<file path="src/rtl/mul_seq_ctrl.sv">
// Sequencing controller for a combinational 32x32 signed multiplier.
// Holds operands for MUL_CYCLES settle cycles, captures the product into HI/LO,
// and handles the mthi/mtlo write path.
module mul_seq_ctrl #(
  parameter int unsigned MUL_CYCLES = 4
) (
  input  logic        clk,
  input  logic        rst_n,
  input  logic        start,
  input  logic [31:0] op_a,
  input  logic [31:0] op_b,
  output logic [31:0] mul_x,
  output logic [31:0] mul_y,
  input  logic [63:0] mul_product,
  input  logic        hi_wr,
  input  logic        lo_wr,
  input  logic [31:0] wr_data,
  output logic        busy,
  output logic        done,
  output logic [31:0] hi_out,
  output logic [31:0] lo_out
);

  typedef enum logic [1:0] {IDLE, WAIT, DONE} state_t;

  state_t      state_q, state_d;
  logic [3:0]  cnt_q, cnt_d;
  logic [31:0] x_q, x_d, y_q, y_d;
  logic [31:0] hi_q, hi_d, lo_q, lo_d;

  always_ff @(posedge clk or negedge rst_n) begin
    if (!rst_n) begin
      state_q <= IDLE;
      cnt_q   <= '0;
      x_q     <= '0;
      y_q     <= '0;
      hi_q    <= '0;
      lo_q    <= '0;
    end else begin
      state_q <= state_d;
      cnt_q   <= cnt_d;
      x_q     <= x_d;
      y_q     <= y_d;
      hi_q    <= hi_d;
      lo_q    <= lo_d;
    end
  end

  // DONE behaves like IDLE for start and direct writes, so back-to-back
  // multiplies need no bubble and a DONE-cycle write lands after the capture.
  always_comb begin
    state_d = state_q;
    cnt_d   = cnt_q;
    x_d     = x_q;
    y_d     = y_q;
    hi_d    = hi_q;
    lo_d    = lo_q;
    case (state_q)
      IDLE, DONE: begin
        if (hi_wr) hi_d = wr_data;
        if (lo_wr) lo_d = wr_data;
        if (start) begin
          state_d = WAIT;
          cnt_d   = 4'(MUL_CYCLES);
          x_d     = op_a;
          y_d     = op_b;
        end else begin
          state_d = IDLE;
        end
      end
      WAIT: begin
        cnt_d = cnt_q - 4'd1;
        if (cnt_q == 4'd1) begin
          hi_d    = mul_product[63:32];
          lo_d    = mul_product[31:0];
          state_d = DONE;
        end
      end
      default: state_d = IDLE;
    endcase
  end

  assign busy   = (state_q == WAIT);
  assign done   = (state_q == DONE);
  assign mul_x  = x_q;
  assign mul_y  = y_q;
  assign hi_out = hi_q;
  assign lo_out = lo_q;

endmodule

</file>
<file path="config.mk">
export PLATFORM = sky130hd
export DESIGN_NAME = mul_seq_ctrl
export DESIGN_NICKNAME = d
export VERILOG_FILES = /design/src/rtl/mul_seq_ctrl.sv
export SDC_FILE = /design/constraint.sdc
export NUM_CORES = 1
export LEC_CHECK = 0
export CORE_MARGIN = 2
export CORE_UTILIZATION = 40
export CTS_BUF_LIST = sky130_fd_sc_hd__clkbuf_4 sky130_fd_sc_hd__clkbuf_8
export CTS_CLUSTER_SIZE = 25
export DETAILED_ROUTE_END_ITERATION = 10
export PLACE_DENSITY = 0.81
export SLEW_MARGIN = 20
export SYNTH_ARGS = -nofsm -noshare
export SYNTH_HDL_FRONTEND = slang
export SYNTH_SLANG_ARGS = --single-unit
</file>
<file path="constraint.sdc">
create_clock -name clk -period 1.9 [get_ports clk]
set_clock_uncertainty 0.2 [all_clocks]
set_input_delay 0.285 -clock clk [delete_from_list [all_inputs] [get_ports clk]]
set_output_delay 0.285 -clock clk [all_outputs]
set_load 0.005 [all_outputs]
</file>
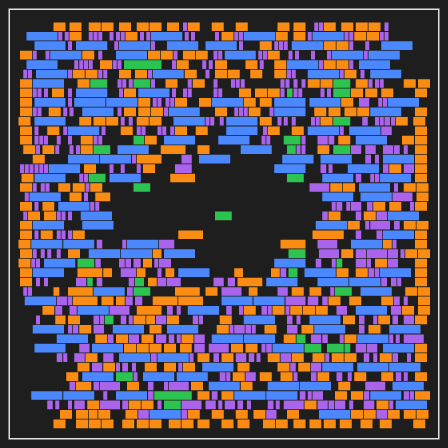
(run_1/placement_by_type.png)
colour	class	cells
purple	combinational and other logic	412
orange	remaining buffers and delay cells	321
green	clock drivers and dummy loads	32
blue	sequential cells	134
core area: 13900 µm²
sequential share of cell area: 35.4%
Util after Layout: 68.2%
FP Rows: 43

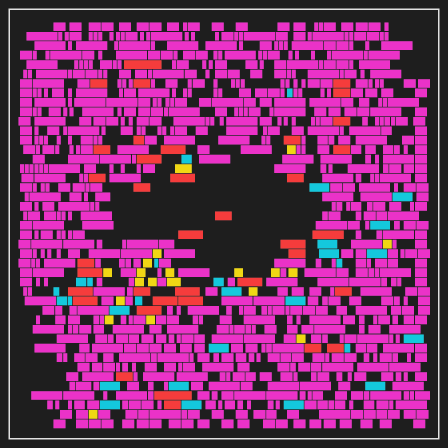
(run_1/sizes.png)
colour	size	cells	share	most used
yellow	_3 and _4 cells	20	2.2%	buf_4
red	_6 and larger	37	4.1%	clkbuf_8
cyan	_2 cells	29	3.2%	o32ai_2
magenta	_0 and _1 cells	813	90%	clkdlybuf4s50_1

==> out/qor.yml, run 1 <==
outcome: "finished, violations left"
violations: "setup timing"
rrSetupSlack_ps: -40
p_leak_nw: 4.07
ys_ff: 134
synth_cell_types: 23
gp_congestion: 0.856
cts_resized: 3
ys_sh_adder_pct: 0.441
finalHoldViolCount: 0
fin_tns_setup_ps: -63.2
use_met3_pct: 5.95
period_used_pct: 102
p_clk_w: 0.00240
logic_gates: 408
final-clk-cell-share_pct: 4.24
endpoint_kind: "register"
ys_top_logic_family: "simple AND/OR/NAND/NOR gates"
clk_pin_slew_ps: 80
whs_ps: 124
wire_per_inst_um: 17.8
p_per_area_nw_per_um2: 1480
yosys-top-cells-area: "dfrtp_1 (59%), nand2_1 (13%), o32ai_1 (9.6%), a21oi_1 (5.7%), nor2_1 (4.2%)"
synth_area_um2: 5680
well_tap_count: 180
via_per_inst: 5.14
insertion_delay_ps: 430
pwr-share-comb_pct: 47.3
worstPathCellList: "inv_2, ha_1, or3b_4, buf_12, o32ai_1, a21oi_1"
synth_top_area_share_pct: 59.1
yosys_cells: 597
setup_viol: 3
ys_warn_count: 0
cts_tree: "yes"
final_net_count: 1053
crit_path_max_incr_delay_ps: 450
setup_slack_ps: -42.3
dr.pass1.iters: 5
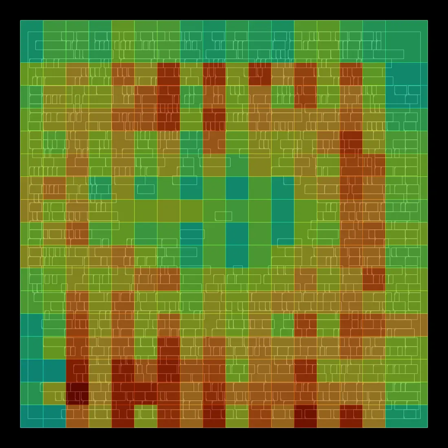
(run_1/congestion.png)
GRT busiest layer: met2
met2 Use GR: 40.8%
M1 GR Usage: 31.2%

--- run 2 (diff from run 1) ---
MAX_ROUTING_LAYER = met4   (was unset)
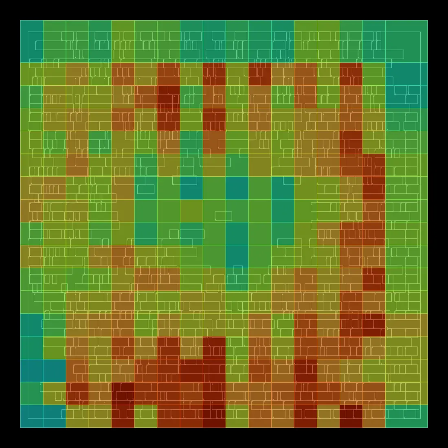
(run_2/congestion.png)
drt wl/cell: 18.2 µm
Util after Layout: 69.7%
M1 GR Usage: 31.8%
GRT Overall Usage: 25.5%
grt met3 use: 5.17%

==> out/qor.yml, run 2 <==
final_area_um2: 9680  # was 9470 µm²
std_cell_rows: 43  # unchanged
dr.pass1.iters: 5  # unchanged
p_clk_w: 0.00241  # was 0.00240 W
busiest_layer: "met2"  # unchanged
outcome: "finished, violations left"  # unchanged
synth_cell_types: 23  # unchanged
rrSetupSlack_ps: -20  # was -40 ps
logic_gates: 408  # unchanged
synth_top_area_share_pct: 59.1  # unchanged
ys_warn_count: 0  # unchanged
yosys-top-cells-area: "dfrtp_1 (59%), nand2_1 (13%), o32ai_1 (9.6%), a21oi_1 (5.7%), nor2_1 (4.2%)"  # unchanged
whs_ps: 115  # was 124 ps
yosys_cells: 597  # unchanged
insertion_delay_ps: 430  # about the same
p_leak_nw: 4.12  # was 4.07 nW
setup_slack_ps: -22.1  # was -42.3 ps
cts_tree: "yes"  # unchanged
final_net_count: 1056  # was 1053
finalHoldViolCount: 0  # unchanged
p_per_area_nw_per_um2: 1480  # about the same
ys_ff: 134  # unchanged
pwr-share-comb_pct: 48.2  # was 47.3%
fin_tns_setup_ps: -60.2  # was -63.2 ps
grt_use_met2_pct: 40.8  # unchanged
cts_resized: 3  # unchanged
final-clk-cell-share_pct: 4.15  # was 4.24%
endpoint_kind: "register"  # unchanged
synth_area_um2: 5680  # unchanged
period_used_pct: 101  # was 102%
seq_share_pct: 34.6  # was 35.4%
worstPathCellList: "inv_2, ha_4, or3b_4, buf_12, o32ai_1, a21oi_1"  # was inv_2, ha_1, or3b_4, buf_12, o32ai_1, a21oi_1
core-area_um2: 13900  # unchanged
ys_sh_adder_pct: 0.441  # unchanged
via_per_inst: 5.23  # was 5.14
setup_viol: 6  # was 3
violations: "setup timing"  # unchanged
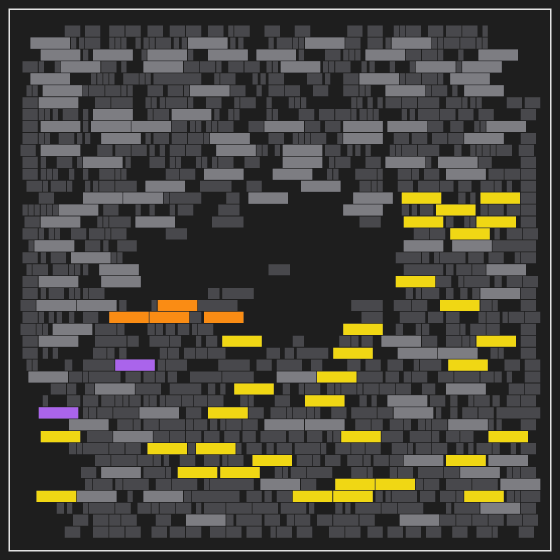
(run_2/flops_by_reg.png)
Other sequential cells in the stronger grey, the rest of the logic in the fainter grey.
colour	signal	sequential cells
yellow	lo_out	32
orange	cnt_q	4
purple	state_q	2
not coloured	96

No activity file was given, so power comes from the tool's default toggle rates.
